==> src/rtl/pb_loader_pkg.sv <==
// Shared definitions for the PicoBlaze program-memory loader and the memory top level.
package pb_loader_pkg;

  localparam int unsigned INSTR_W      = 18;
  localparam int unsigned ADDR_W       = 10;
  localparam logic [7:0]  SYNC_DEFAULT = 8'hA5;

  typedef enum logic [2:0] {
    ST_IDLE,
    ST_CNT_HI,
    ST_CNT_LO,
    ST_W0,
    ST_W1,
    ST_W2,
    ST_CSUM,
    ST_ERR
  } ld_state_t;

endpackage

==> src/rtl/pb_loader_timeout.sv <==
// Inter-byte watchdog: loadable down-counter that saturates at zero and flags expiry.
module pb_loader_timeout #(
  parameter int unsigned CYCLES = 1_000_000
) (
  input  logic clk,
  input  logic rst_n,
  input  logic load,
  input  logic en,
  output logic expired
);

  localparam int unsigned W = $clog2(CYCLES + 1);
  localparam logic [W-1:0] START = W'(CYCLES - 1);

  logic [W-1:0] cnt;

  always_ff @(posedge clk or negedge rst_n) begin
    if (!rst_n) begin
      cnt <= START;
    end else if (load) begin
      cnt <= START;
    end else if (en && cnt != '0) begin
      cnt <= cnt - W'(1);
    end
  end

  assign expired = (cnt == '0);

endmodule

==> src/rtl/pb_prog_loader.sv <==
// Framed byte-stream loader for the 1024x18 PicoBlaze program RAM; holds the CPU in
// reset while loading and releases it only after a good checksum.
module pb_prog_loader
  import pb_loader_pkg::*;
#(
  parameter int unsigned TIMEOUT_CYCLES = 1_000_000,
  parameter logic [7:0]  SYNC_BYTE      = SYNC_DEFAULT
) (
  input  logic               clk,
  input  logic               rst_n,
  input  logic [7:0]         rx_data,
  input  logic               rx_valid,
  output logic               rx_ready,
  output logic [ADDR_W-1:0]  prog_addr,
  output logic [INSTR_W-1:0] prog_data,
  output logic               prog_we,
  output logic               cpu_reset,
  output logic               load_done,
  output logic               load_error
);

  localparam logic [ADDR_W:0]   MAX_WORDS = {1'b1, {ADDR_W{1'b0}}};
  localparam logic [ADDR_W:0]   WORD_ONE  = {{ADDR_W{1'b0}}, 1'b1};
  localparam logic [ADDR_W-1:0] ADDR_ONE  = {{(ADDR_W-1){1'b0}}, 1'b1};

  ld_state_t       state, state_nxt;
  logic            accept, expired, last_word, sum_ok;
  logic [2:0]      cnt_hi;
  logic [ADDR_W:0] n_words, n_words_in;
  logic [1:0]      b0;
  logic [7:0]      b1, sum, sum_nxt;

  assign accept     = rx_valid & rx_ready;
  assign n_words_in = {cnt_hi, rx_data};
  assign sum_nxt    = sum + rx_data;
  assign sum_ok     = (sum_nxt == 8'h00);
  // prog_addr doubles as the word index: it always points at the word being assembled
  assign last_word  = ({1'b0, prog_addr} == (n_words - WORD_ONE));

  pb_loader_timeout #(
    .CYCLES (TIMEOUT_CYCLES)
  ) u_timeout (
    .clk     (clk),
    .rst_n   (rst_n),
    .load    (accept | (state == ST_IDLE)),
    .en      (state != ST_IDLE),
    .expired (expired)
  );

  always_comb begin
    state_nxt = state;
    case (state)
      ST_IDLE: if (accept && rx_data == SYNC_BYTE) state_nxt = ST_CNT_HI;
      ST_ERR:  state_nxt = ST_IDLE;
      default: begin
        if (accept) begin
          case (state)
            ST_CNT_HI: state_nxt = ST_CNT_LO;
            ST_CNT_LO: state_nxt = (n_words_in == '0 || n_words_in > MAX_WORDS) ? ST_ERR : ST_W0;
            ST_W0:     state_nxt = (rx_data[7:2] != '0) ? ST_ERR : ST_W1;
            ST_W1:     state_nxt = ST_W2;
            ST_W2:     state_nxt = last_word ? ST_CSUM : ST_W0;
            ST_CSUM:   state_nxt = sum_ok ? ST_IDLE : ST_ERR;
            default:   state_nxt = ST_ERR;
          endcase
        end else if (expired) begin
          state_nxt = ST_ERR;
        end
      end
    endcase
  end

  always_ff @(posedge clk or negedge rst_n) begin
    if (!rst_n) begin
      state      <= ST_IDLE;
      rx_ready   <= 1'b0;
      prog_addr  <= '0;
      prog_data  <= '0;
      prog_we    <= 1'b0;
      cpu_reset  <= 1'b0;
      load_done  <= 1'b0;
      load_error <= 1'b0;
    end else begin
      state     <= state_nxt;
      rx_ready  <= (state_nxt != ST_ERR);
      prog_we   <= 1'b0;
      load_done <= 1'b0;
      if (state_nxt == ST_ERR) load_error <= 1'b1;
      // the strobe after the last word lands in CSUM; holding there avoids wrapping at 1023
      if (prog_we && state != ST_CSUM) prog_addr <= prog_addr + ADDR_ONE;
      if (accept) begin
        case (state)
          ST_IDLE: begin
            if (rx_data == SYNC_BYTE) begin
              cpu_reset  <= 1'b1;
              load_error <= 1'b0;
              prog_addr  <= '0;
            end
          end
          ST_W2: begin
            prog_data <= {b0, b1, rx_data};
            prog_we   <= 1'b1;
          end
          ST_CSUM: begin
            if (sum_ok) begin
              cpu_reset <= 1'b0;
              load_done <= 1'b1;
            end
          end
          default: ;
        endcase
      end
    end
  end

  // frame payload registers: only meaningful once their byte of the current frame has arrived
  always_ff @(posedge clk) begin
    if (accept) begin
      sum <= (state == ST_IDLE) ? 8'h00 : sum_nxt;
      case (state)
        ST_CNT_HI: cnt_hi  <= rx_data[2:0];
        ST_CNT_LO: n_words <= n_words_in;
        ST_W0:     b0      <= rx_data[1:0];
        ST_W1:     b1      <= rx_data;
        default: ;
      endcase
    end
  end

endmodule

==> config.mk <==
export PLATFORM = sky130hd
export DESIGN_NAME = pb_prog_loader
export DESIGN_NICKNAME = d
export VERILOG_FILES = /design/src/rtl/pb_loader_pkg.sv /design/src/rtl/pb_loader_timeout.sv /design/src/rtl/pb_prog_loader.sv
export SDC_FILE = /design/constraint.sdc
export NUM_CORES = 1
export LEC_CHECK = 0
export ABC_AREA = 1
export CAP_MARGIN = 0
export CORE_MARGIN = 4
export CORE_UTILIZATION = 27
export DETAILED_ROUTE_END_ITERATION = 8
export SLEW_MARGIN = 20
export SYNTH_ARGS = -nofsm -noshare
export SYNTH_HDL_FRONTEND = slang
export SYNTH_HIERARCHICAL = 1
export SYNTH_SLANG_ARGS = --single-unit
==> constraint.sdc <==
create_clock -name clk -period 5.3 [get_ports clk]
set_input_delay 1.325 -clock clk [delete_from_list [all_inputs] [get_ports clk]]
set_output_delay 1.325 -clock clk [all_outputs]
set_load 0.005 [all_outputs]
**Sequential cells grouped by signal name**

The bar under the picture is 50 um long. Other sequential cells in the stronger gray, the rest of the logic in the fainter gray.
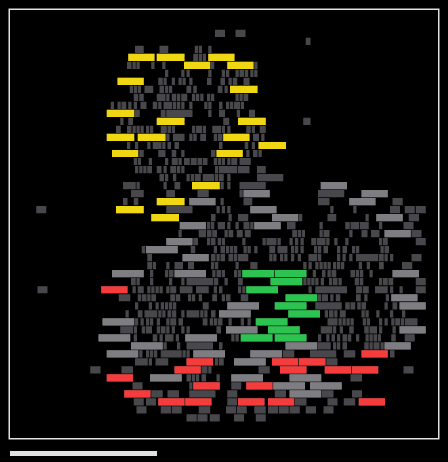
- n_words: green (flops 11)
- prog_data: red (flops 18)
- u_timeout/cnt: yellow (flops 20)
- not colored: 39

**Cell classes on the final placement**

The bar under the picture is 50 um long. Fill, decap, tap and diode cells in gray.
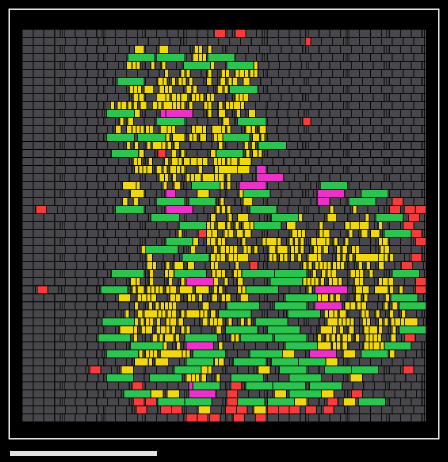
- remaining buffers and delay cells: red (cells 47)
- sequential cells: green (cells 88)
- combinational and other logic: yellow (cells 536)
- clock drivers and dummy loads: magenta (cells 16)

==> results.txt <==
Results of an implementation run.

The flow ran to the end, and the final reports show no timing, DRC or antenna violations. The synthesized design contains 32 enable-type register cells. The kind of capture point of the worst setup path is a flop. The number of buffers inserted to repair setup after CTS is 0. Entering global routing, the biggest net connects about 45 pins.

The detailed-route DRC error count is 0. In the final layout, the fill cell count is around 1.9k. The global-route track usage on met2 is between 20 and 25%. The first detailed-routing pass ran for 4 iterations.

The CTS H-tree depth is 3. The number of global-route vias before repair was 4160. The peak-usage layer in the global routing report is met2. The area fraction in full adders, half adders and majority gates is 3.10%. The leading cell type by number of instances after synthesis is sky130_fd_sc_hd__nand2_1. The tally of buffers added on design ports is ~43. The final report gives the core utilization as between 30% and 40%. The final max-slew violation count is 0.

The worst-case setup slack after placement is approximately 1.5 ns. The xor and xnor area share after synthesis is 2.24%. The largest buffer count on any clock path is 2. The power per standard cell area is 468 nW/um^2. The core region is 18300 um^2.

The number of maximum-capacitance violations recorded for the run is 0. The number of placed instances, taps included, is ~900. The net count after synthesis is 655.

In the layout the commonest cells are sky130_fd_sc_hd__nand2_1, sky130_fd_sc_hd__nor2_1, sky130_fd_sc_hd__inv_1. The register with the most flip-flops in the layout has 20 of them. Per the GRT congestion report, total overflow comes to 0.

Hold is met by 0.463 ns. Headroom to the max-slew limit came out at between 40% and 50%. The total of flip-flops plus latches after synthesis is between 80 and 90.

The slowest stage of the critical path is the sky130_fd_sc_hd__clkdlybuf4s50_1 cell. The mean number of vias per cell is between 4 and 5. The setup slack on the worst flop-to-flop path is ~2.7 ns. In the detailed route, the total length drawn on met3 is slightly below 400 um. The HPWL reported at the end of detailed placement is between 9 and 10 mm. The global-route met3 utilization is ~1.8%. From the final report, the count of setup violators was given as 0. Of the post-synthesis cell area, the dominant cell type holds 21.6%. The analysis attributes to cell leakage a power of around 2.7 nW.

The synthesized design spends more area on one cell type than any other, namely sky130_fd_sc_hd__dfrtp_1. The fraction of layout cells with a size suffix above 1 is approximately 13%. The registers reported with the highest flop counts are u_timeout/cnt x20, prog_data x18, n_words x11. The first global-routing pass estimated around 21 mm of wire. The summed standard-cell area reported by yosys is 5090 um^2. The most used flip-flop cell after synthesis is sky130_fd_sc_hd__dfrtp_1. The cell sequence reported for the critical path is clkdlybuf4s50_1, ha_1, fa_1, xor2_1, nor2_1, nand3_1, nor2_1, nand2_2, a21oi_1, nand3_1, nand2_1, nand2_1, nand3_2, a21oi_2.

The final critical path takes up 65.6% of the cycle. The clock tree from TritonCTS is built. The critical path in this run is classified as in -> reg. The instance tally after logic synthesis is between 600 and 700. The number of unique standard cell types used by synthesis is 42. Per the cell usage report, the commonest logic cell in the layout is sky130_fd_sc_hd__nand2_1. Per STA, the startpoint of the critical path is rx_data[0]. Buffers inserted to repair hold after CTS numbered 0. Adding up every negative setup slack in the final design gives 0 ns. Counting instances in the post-synthesis netlist gives the leading cell types as sky130_fd_sc_hd__nand2_1, sky130_fd_sc_hd__nor2_1, sky130_fd_sc_hd__inv_1. The wire length on met1 is between 5 and 6 mm. The initial standard-cell utilization of the core is approximately 28%. After synthesis the cells add up to between 5000 and 6000 um^2. The antenna violation net count after detailed routing is 0.

The synthesized netlist devotes between 30% and 40% of its cell area to simple gates. The clock root buffer is sky130_fd_sc_hd__clkbuf_16. For the worst min-delay path, the startpoint reported by OpenROAD is cnt_hi[0]$_DFFE_PP_. The number of standard cells in the final layout excluding fillers is 916. Note that the worst hold path type here is reg -> reg. The routed design uses between 5 and 6 mm of met2 wire. The maximum resistive drop on vdd is 0.000156 V.

After synthesis, flip-flops and latches occupy a little under half of the total area. The initial antenna violation count was 0. Per the post-CTS timing run, clock transition at the registers of the reported paths is roughly 0.07 ns. Looking at the max-slew report, the worst-margin pin has a slew of ~0.82 ns. The count of pins on the block boundary is 44. Per the timing report, the most critical flop-to-flop path originates at state[2]$_DFF_PN0_.

The die outline area is roughly 21000 um^2. After detailed routing, no signal wire sits above met4. The placement row count is 49. The reg-to-reg endpoint is u_timeout/cnt[11]$_DFFE_PN0P_.

The multiplexer share of the synthesized area is under 10%. The CTS buffer count is 9. More flip-flops sit in one register than any other, and that register is u_timeout/cnt. The hold path depth is 0. After layout, the minimum clock period comes to approximately 3.5 ns. The cell count listed in synth_stat.txt is roughly 630. The data arrival time of the worst path is between 3 and 4 ns. STA shows the worst reg2reg path with a cell count of 8. Across all setup checks in the final design, the least slack found is 1.82 ns.

The overall die width is around 150 um. Post-CTS repair ended up resizing 0 cells. According to the finish report, the design has a final net count of ~710. The maximum fanout encountered on the critical timing path is 7.

Per the final timing report, the hold violations number 0. The required time reported for the critical path endpoint is 5.53 ns. The number of logic stages on the critical path including buffering is 14. Per the gpl log, the routability congestion estimate is ~0.86.

Per STA, the worst path accumulates the most delay in the family adder cells. The total power after layout is around 2.9 mW. met1 track demand over resource after global routing is between 10% and 20%. The most critical setup path has its endpoint at load_error$_DFF_PN0_.

The synthesized-area fraction occupied by ao, oa, aoi and oai cells is 4.45%. The count of buffering cells on the critical path with inverters included is 1. After synthesis, the share of flip-flops with an asynchronous set or reset is between 60% and 70%. The average cell area after synthesis is 8.05 um^2. After detailed placement, the total cell area comes to ~5800 um^2. The launching element type of the critical path is an input port. The endpoint of the worst hold-timing path is n_words[8]$_DFFE_PP_. The total clock sinks is around 88. Setup repair after global routing left no endpoint under its margin.

The violation tally recorded at the end of detailed-routing iteration 0 is 341. The highest clock frequency the design can meet is between 0.2 and 0.3 GHz. Warnings reported by Yosys during synthesis add up to 6. The area growth from synthesis to layout is 20.0%. The largest stage delay on the critical path is between 0.5 and 0.6 ns. The synthesis run identifies the leading combinational cell family as simple AND/OR/NAND/NOR gates. The cell area after layout is about 6100 um^2.

As reported, the later end of the worst-skew pair has a clock insertion delay of roughly 0.34 ns. Summing over the stages, the warning tally comes to 27. On the final layout, the worst clock skew is between 0.008 and 0.009 ns. The number of antenna diodes is 0. The main area contributors are sky130_fd_sc_hd__dfrtp_1, sky130_fd_sc_hd__edfxtp_1, sky130_fd_sc_hd__nand2_1, sky130_fd_sc_hd__nor2_1, sky130_fd_sc_hd__dfstp_2. The vertical die dimension reported for this design is about 150 um.
**Metal layers overlaid**

The bar under the picture is 50 um long.
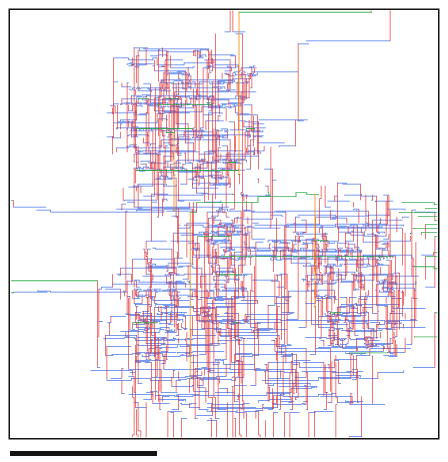
- metal 2: red (wire length 5840 um)
- metal 3: green (wire length 398 um)
- metal 4: orange (wire length 176 um)
- metal 1: blue (wire length 5820 um)
GR Util All Layers: 12.1%
detailed-route wire length: 12.2 mm
total via count after detailed routing: 4154
detail-routed net length per standard cell: 13.4 um

power by group:
| group | internal, mW | total [mW] | switching (mW) |
|---|---|---|---|
| combinational | 0.469 | 1.10 | 0.631 |
| sequential | 0.935 | 1.08 | 0.146 |
| clock | 0.399 | 0.678 | 0.279 |
| total | 1.80 | 2.86 | 1.06 |
final cells by class:
type                    instances  area [um^2]  area share [%]
inverters                      85          319            5.23
well taps                     229          287            4.69
multi-input cells             451         2350            38.5
flip-flops and latches         88         2380            38.9
clock inverters                 5         63.8            1.05
clock buffers                  11          254            4.16
repair buffers                 47          455            7.46
kinds of logic after synthesis:
group | Yosys count
compound gates | 41
xor+xnor | 13
fa+ha+maj | 12
buf+inv | 93
flops | 88
mux | 15
simple gates | 370
Power and IR drop assume default switching activity.
